<file path="config.mk">
export PLATFORM = sky130hd
export DESIGN_NAME = resource_release_unit
export DESIGN_NICKNAME = d
export VERILOG_FILES = /design/src/rtl/res_alloc_pkg.sv /design/src/rtl/release_decoder.sv /design/src/rtl/resource_release_unit.sv
export SDC_FILE = /design/constraint.sdc
export NUM_CORES = 1
export LEC_CHECK = 0
export CELL_PAD_IN_SITES_DETAIL_PLACEMENT = 0
export CELL_PAD_IN_SITES_GLOBAL_PLACEMENT = 2
export CORE_ASPECT_RATIO = 1.1
export CORE_MARGIN = 5
export CORE_UTILIZATION = 31
export CTS_BUF_LIST = sky130_fd_sc_hd__clkbuf_2
export DETAILED_ROUTE_END_ITERATION = 8
export PLACE_DENSITY = 0.94
export SYNTH_ARGS = -nofsm -noshare
export SYNTH_HDL_FRONTEND = slang
export SYNTH_SLANG_ARGS = --single-unit
</file>
<file path="constraint.sdc">
create_clock -name clock -period 11.3 [get_ports clock]
set_input_delay 2.825 -clock clock [delete_from_list [all_inputs] [get_ports clock]]
set_output_delay 2.825 -clock clock [all_outputs]
set_load 0.02 [all_outputs]
</file>
<file path="src/rtl/res_alloc_pkg.sv">
// res_alloc_pkg: resource-pool sizing and index/mask types shared by the allocator and its release side.
package res_alloc_pkg;
   localparam int NUM_PHYS_RES = 64;
   localparam int RES_IDX_W = $clog2(NUM_PHYS_RES);
   typedef logic [RES_IDX_W-1:0] res_idx_t;
   typedef logic [NUM_PHYS_RES-1:0] res_mask_t;
endpackage

</file>
<file path="src/rtl/release_decoder.sv">
// release_decoder: decodes per-lane release indices to one-hot masks and flags lanes repeating a lower lane's index.
module release_decoder
   import res_alloc_pkg::*;
#(
   parameter int N = 3,
   parameter int W = RES_IDX_W,
   parameter int R = NUM_PHYS_RES
) (
   input  logic [N-1:0]        valid,
   input  logic [N-1:0][W-1:0] idx,
   output logic [N-1:0][R-1:0] onehot,
   output logic [N-1:0]        dup
);
   always_comb begin
      onehot = '0;
      dup = '0;
      for (int k = 0; k < N; k++) begin
         onehot[k] = valid[k] ? R'(1) << idx[k] : '0;
         for (int j = 0; j < k; j++)
            if (valid[j] && valid[k] && idx[j] == idx[k]) dup[k] = 1'b1;
      end
   end
endmodule

</file>
<file path="src/rtl/resource_release_unit.sv">
// resource_release_unit: turns encoded releases into a registered one-hot clear vector for the allocator,
// tracking held resources from the grant bus and flagging illegal releases and conflicting grants.
module resource_release_unit
   import res_alloc_pkg::*;
#(
   parameter int NUM_RESOURCES = NUM_PHYS_RES,
   parameter int NUM_RELEASES = 3,
   parameter int NUM_REQUESTS = 3,
   parameter int IDX_W = $clog2(NUM_RESOURCES),
   localparam int CNT_W = $clog2(NUM_RESOURCES + 1)
) (
   input  logic                                      clock,
   input  logic                                      reset,
   input  logic [NUM_RELEASES-1:0]                   rel_valid,
   input  logic [NUM_RELEASES-1:0][IDX_W-1:0]        rel_idx,
   input  logic                                      hold,
   input  logic [NUM_REQUESTS-1:0][NUM_RESOURCES-1:0] grant,
   output logic [NUM_RESOURCES-1:0]                  clear,
   output logic [CNT_W-1:0]                          in_use_count,
   output logic                                      err_release,
   output logic                                      err_grant,
   output logic                                      err_sticky
);
   logic [NUM_RESOURCES-1:0] in_use, pending, clear_q, new_rel, grant_any, in_use_next;
   logic [NUM_RELEASES-1:0][NUM_RESOURCES-1:0] onehot;
   logic [NUM_RELEASES-1:0] dup;
   logic bad_release, bad_grant;
   logic [CNT_W-1:0] count_next;

   release_decoder #(.N(NUM_RELEASES), .W(IDX_W), .R(NUM_RESOURCES)) decoder (
      .valid(rel_valid), .idx(rel_idx), .onehot(onehot), .dup(dup)
   );

   // A lane is legal only for a held resource not already on its way out.
   always_comb begin
      new_rel = '0;
      bad_release = 1'b0;
      for (int k = 0; k < NUM_RELEASES; k++)
         if (rel_valid[k]) begin
            if (!dup[k] && |(onehot[k] & in_use & ~clear_q & ~pending)) new_rel = new_rel | onehot[k];
            else bad_release = 1'b1;
         end
   end

   always_comb begin
      grant_any = '0;
      for (int r = 0; r < NUM_REQUESTS; r++) grant_any = grant_any | grant[r];
   end

   assign bad_grant = |(grant_any & in_use & ~clear_q);
   assign in_use_next = (in_use & ~clear_q) | grant_any;

   always_comb begin
      count_next = '0;
      for (int i = 0; i < NUM_RESOURCES; i++) count_next = count_next + CNT_W'(in_use_next[i]);
   end

   always_ff @(posedge clock) begin
      if (reset) begin
         in_use <= '0;
         pending <= '0;
         clear_q <= '0;
         in_use_count <= '0;
         err_release <= 1'b0;
         err_grant <= 1'b0;
         err_sticky <= 1'b0;
      end else begin
         clear_q <= hold ? '0 : pending | new_rel;
         pending <= hold ? pending | new_rel : '0;
         in_use <= in_use_next;
         in_use_count <= count_next;
         err_release <= bad_release;
         err_grant <= bad_grant;
         err_sticky <= err_sticky | bad_release | bad_grant;
      end
   end

   assign clear = clear_q;
endmodule

</file>
### Clock wires, drivers and flops, run 1

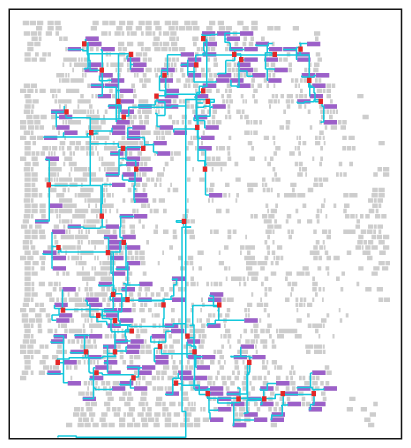
cyan -> clock wires  # length 3020 um
red -> clock drivers  # count 53
purple -> flip-flops  # count 202
routed clock nets = 54

### Signal metal coverage by tile, run 1

The die is cut into 20 by 22 equal tiles; black is low, pale yellow is high, scaled to the fullest tile. Values are wire area over tile area, all layers added.
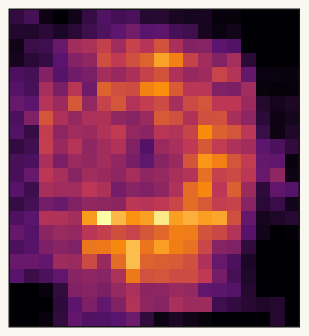
nearly empty tiles = 11%
tiles over half the peak = 23%
mean over tiles = 0.28
fullest tile = 0.83
WL final: 74600 um
vias: 14200
wire per inst: 31.3 um

==> results.toml, run 1 <==
# generated from flow reports
[yosys]
common_cells = "202 x dfxtp_1, 105 x nor2_1, 103 x and2_1"
async_reset_ff_share_pct = 0
ys_sh_adder_pct = 9.92
synth_cells = 1524
netlist.area_leader.share_pct = 31.6
edf_count = 0
flop_cell = "dfxtp_1"

[pwr]
finalPower_mw = 2.24
p_int_mw = 1.37
vdd_drop_max_uv = 194
p_seq_mw = 0.764
comb-power_mw = 0.930
pwr-share-clk_pct = 24.5

[place]
routabilityCongestion = 0.998
dpl-instance-area_um2 = 16300

[timing]
hold_viol = 0
fmax_mhz = 110

[run_status]
status = "finished, final reports clean"

[setup_path]
worst_ep_arrival_time_ns = 9.89
r2r_start = "in_use[27]"
crit_family = "adder cells"

[grt]
grt_pass1_wl_um = 103000

[hold_path]
hp-class = "flip-flop to flip-flop"

[clocking]
cts_tree = "built"

[layout]
n_sequential_cell = 202
nClkBuffers = 72

[floorplanning]
core_um2 = 41000
die_height_um = 223

[route]
drt-initial-drc-count = 1597
### Zoomed window, run 1

Scale bar: 10 um. Window x 89 to 114, y 54 to 79 um. Cells in gray, sequential cells in the stronger gray; small squares are vias.
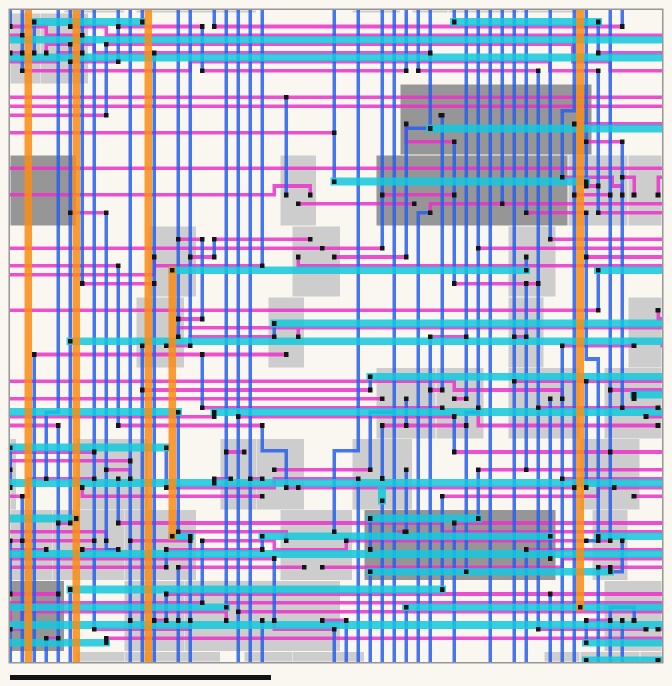
cyan -> metal 3
orange -> metal 4
blue -> metal 2
magenta -> metal 1
most frequent = nand3_1 (3), and2_1 (3), dfxtp_1 (3)
cells with their middle in the window = 30
sequential cells in the window = 3
netlist names of flops here include = `pending` (2), `clear` (1)

--- run 2 (diff from run 1) ---
--- a/config.mk
+++ b/config.mk
@@ -9,10 +9,10 @@
 export CELL_PAD_IN_SITES_GLOBAL_PLACEMENT = 2
 export CORE_ASPECT_RATIO = 1.1
 export CORE_MARGIN = 5
-export CORE_UTILIZATION = 31
+export CORE_UTILIZATION = 28
 export CTS_BUF_LIST = sky130_fd_sc_hd__clkbuf_2
 export DETAILED_ROUTE_END_ITERATION = 8
-export PLACE_DENSITY = 0.94
+export PLACE_DENSITY = 0.9
 export SYNTH_ARGS = -nofsm -noshare
 export SYNTH_HDL_FRONTEND = slang
 export SYNTH_SLANG_ARGS = --single-unit
==> constraint.sdc (replaced) <==
create_clock -name clock -period 7.8 [get_ports clock]
set_input_delay 1.95 -clock clock [delete_from_list [all_inputs] [get_ports clock]]
set_output_delay 1.95 -clock clock [all_outputs]
set_load 0.02 [all_outputs]
### Signal metal coverage by tile, run 2

The die is cut into 21 by 23 equal tiles; black is low, pale yellow is high, scaled to the fullest tile. Values are wire area over tile area, all layers added.
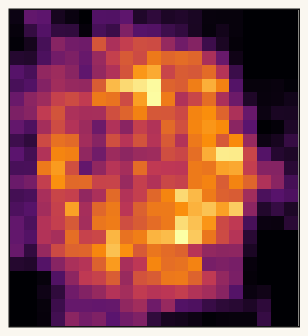
nearly empty tiles = 13%
emptiest ninth of the die = top right
tiles over half the peak = 36%
mean over tiles = 0.26
fullest tile = 0.69
total global-route track usage: 30.1%
vias: 14600
wire per inst: 30.9 um
WL final: 78200 um

==> run 2 against run 1 <==
Combinational power up 65%; sequential cell count unchanged; clock power rose by 33%; cell area grew 4.6%; total power grew 50%; critical path depth increased by 1; largest cell class unchanged.
==> results.toml, run 2 <==
# generated from flow reports
[layout]
nClkBuffers = 80

[yosys]
flop_cell = "dfxtp_1"
netlist.area_leader.share_pct = 31.6
edf_count = 0
ys_sh_adder_pct = 9.92
async_reset_ff_share_pct = 0
common_cells = "202 x dfxtp_1, 105 x nor2_1, 103 x and2_1"

[pwr]
pwr-share-clk_pct = 21.7
finalPower_mw = 3.37
comb-power_mw = 1.53
vdd_drop_max_uv = 247
p_seq_mw = 1.11

[route]
drt-initial-drc-count = 1526

[hold_path]
hp-class = "flip-flop to flip-flop"

[setup_path]
crit_family = "adder cells"
worst_ep_arrival_time_ns = 8.36
r2r_start = "in_use[39]"

[floorplanning]
die_height_um = 234
core_um2 = 45300

[run_status]
status = "finished, final reports clean"

[timing]
fmax_mhz = 131

[place]
dpl-instance-area_um2 = 17100
### Placement view, run 2

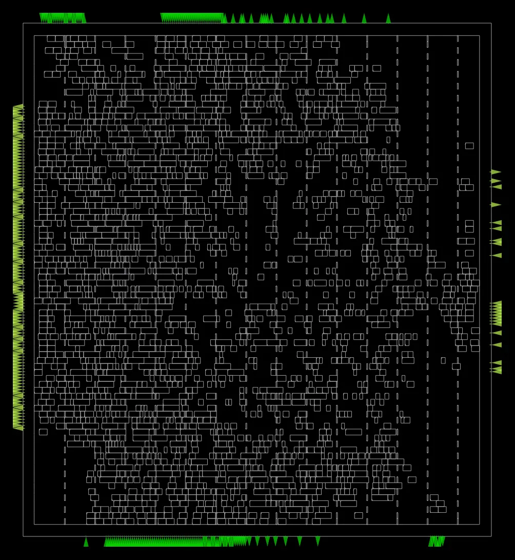
seq_cells: 202
Row Count: 82

--- run 3 (diff from run 2) ---
--- a/config.mk
+++ b/config.mk
@@ -13,6 +13,7 @@
 export CTS_BUF_LIST = sky130_fd_sc_hd__clkbuf_2
 export DETAILED_ROUTE_END_ITERATION = 8
 export PLACE_DENSITY = 0.9
+export SLEW_MARGIN = 25
 export SYNTH_ARGS = -nofsm -noshare
 export SYNTH_HDL_FRONTEND = slang
 export SYNTH_SLANG_ARGS = --single-unit
### Gate-type map, run 3

Scale bar: 50 um.
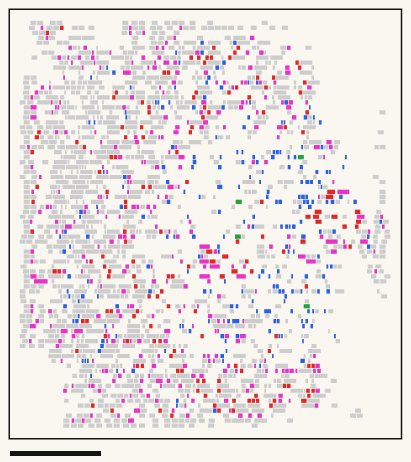
magenta -> NOR gates  # cells 329
green -> multiplexers  # cells 4
red -> AND and OR gates  # cells 158
blue -> NAND gates  # cells 224

==> run 3 against run 2 <==
Non-clock buffer count grew 2; wire length fell by 0.35%; cell count down 0.24%; synthesized cell count unchanged; via count up 0.31%; sequential power is essentially flat; maximum frequency increased by 0.42%; utilization increased by 0.052 points; total power shrank 1.3%; sequential cell count did not move; combinational power barely moved; critical endpoint unchanged.
==> results.toml, run 3 <==
# generated from flow reports
[pwr]
comb-power_mw = 1.53
vdd_drop_max_uv = 247
finalPower_mw = 3.32
pwr-share-clk_pct = 20.7
switching_share_pct = 38.7

[place]
dpl-instance-area_um2 = 17100
routabilityCongestion = 0.990

[yosys]
netlist.area_leader.share_pct = 31.6
flop_cell = "dfxtp_1"
common_cells = "202 x dfxtp_1, 105 x nor2_1, 103 x and2_1"
async_reset_ff_share_pct = 0
synth_cells = 1524
edf_count = 0

[grt]
grt_pass1_wl_um = 108000
antenna_found_initial = 1
use_met2_pct = 47.0

[floorplanning]
core_um2 = 45300
fp-row-count = 82
die_height_um = 234

[hold_path]
hp-class = "flip-flop to flip-flop"

[route]
drt-initial-drc-count = 1515
via_per_inst = 5.81
num_vias = 14700
wl_per_cell_um = 30.8

[setup_path]
r2r_slack_ns = 0.87
r2r_start = "in_use[39]"
worst_ep_arrival_time_ns = 8.36
cp-start-kind = "primary input"
crit_family = "adder cells"

[timing]
hold_viol = 0
fmax_mhz = 132

[layout]
buffers = 421
largestClassByArea = "logic gates"
n_sequential_cell = 202
nClkBuffers = 66
lay_top_cells = "288 x clkdlybuf4s50_1, 202 x dfxtp_1, 129 x buf_4, 103 x and2_1, 97 x nor2_1"

[run_status]
status = "finished, final reports clean"

[clocking]
cts_tree = "built"
### Signal metal coverage by tile, run 3

The die is cut into 21 by 23 equal tiles; black is low, pale yellow is high, scaled to the fullest tile. Values are wire area over tile area, all layers added.
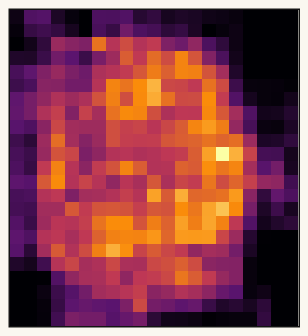
emptiest ninth of the die = top right
fullest tile = 0.73
densest ninth of the die = middle
mean over tiles = 0.26
nearly empty tiles = 13%
total global-route track usage: 30.1%
WL final: 77900 um

Power and IR drop assume default switching activity.
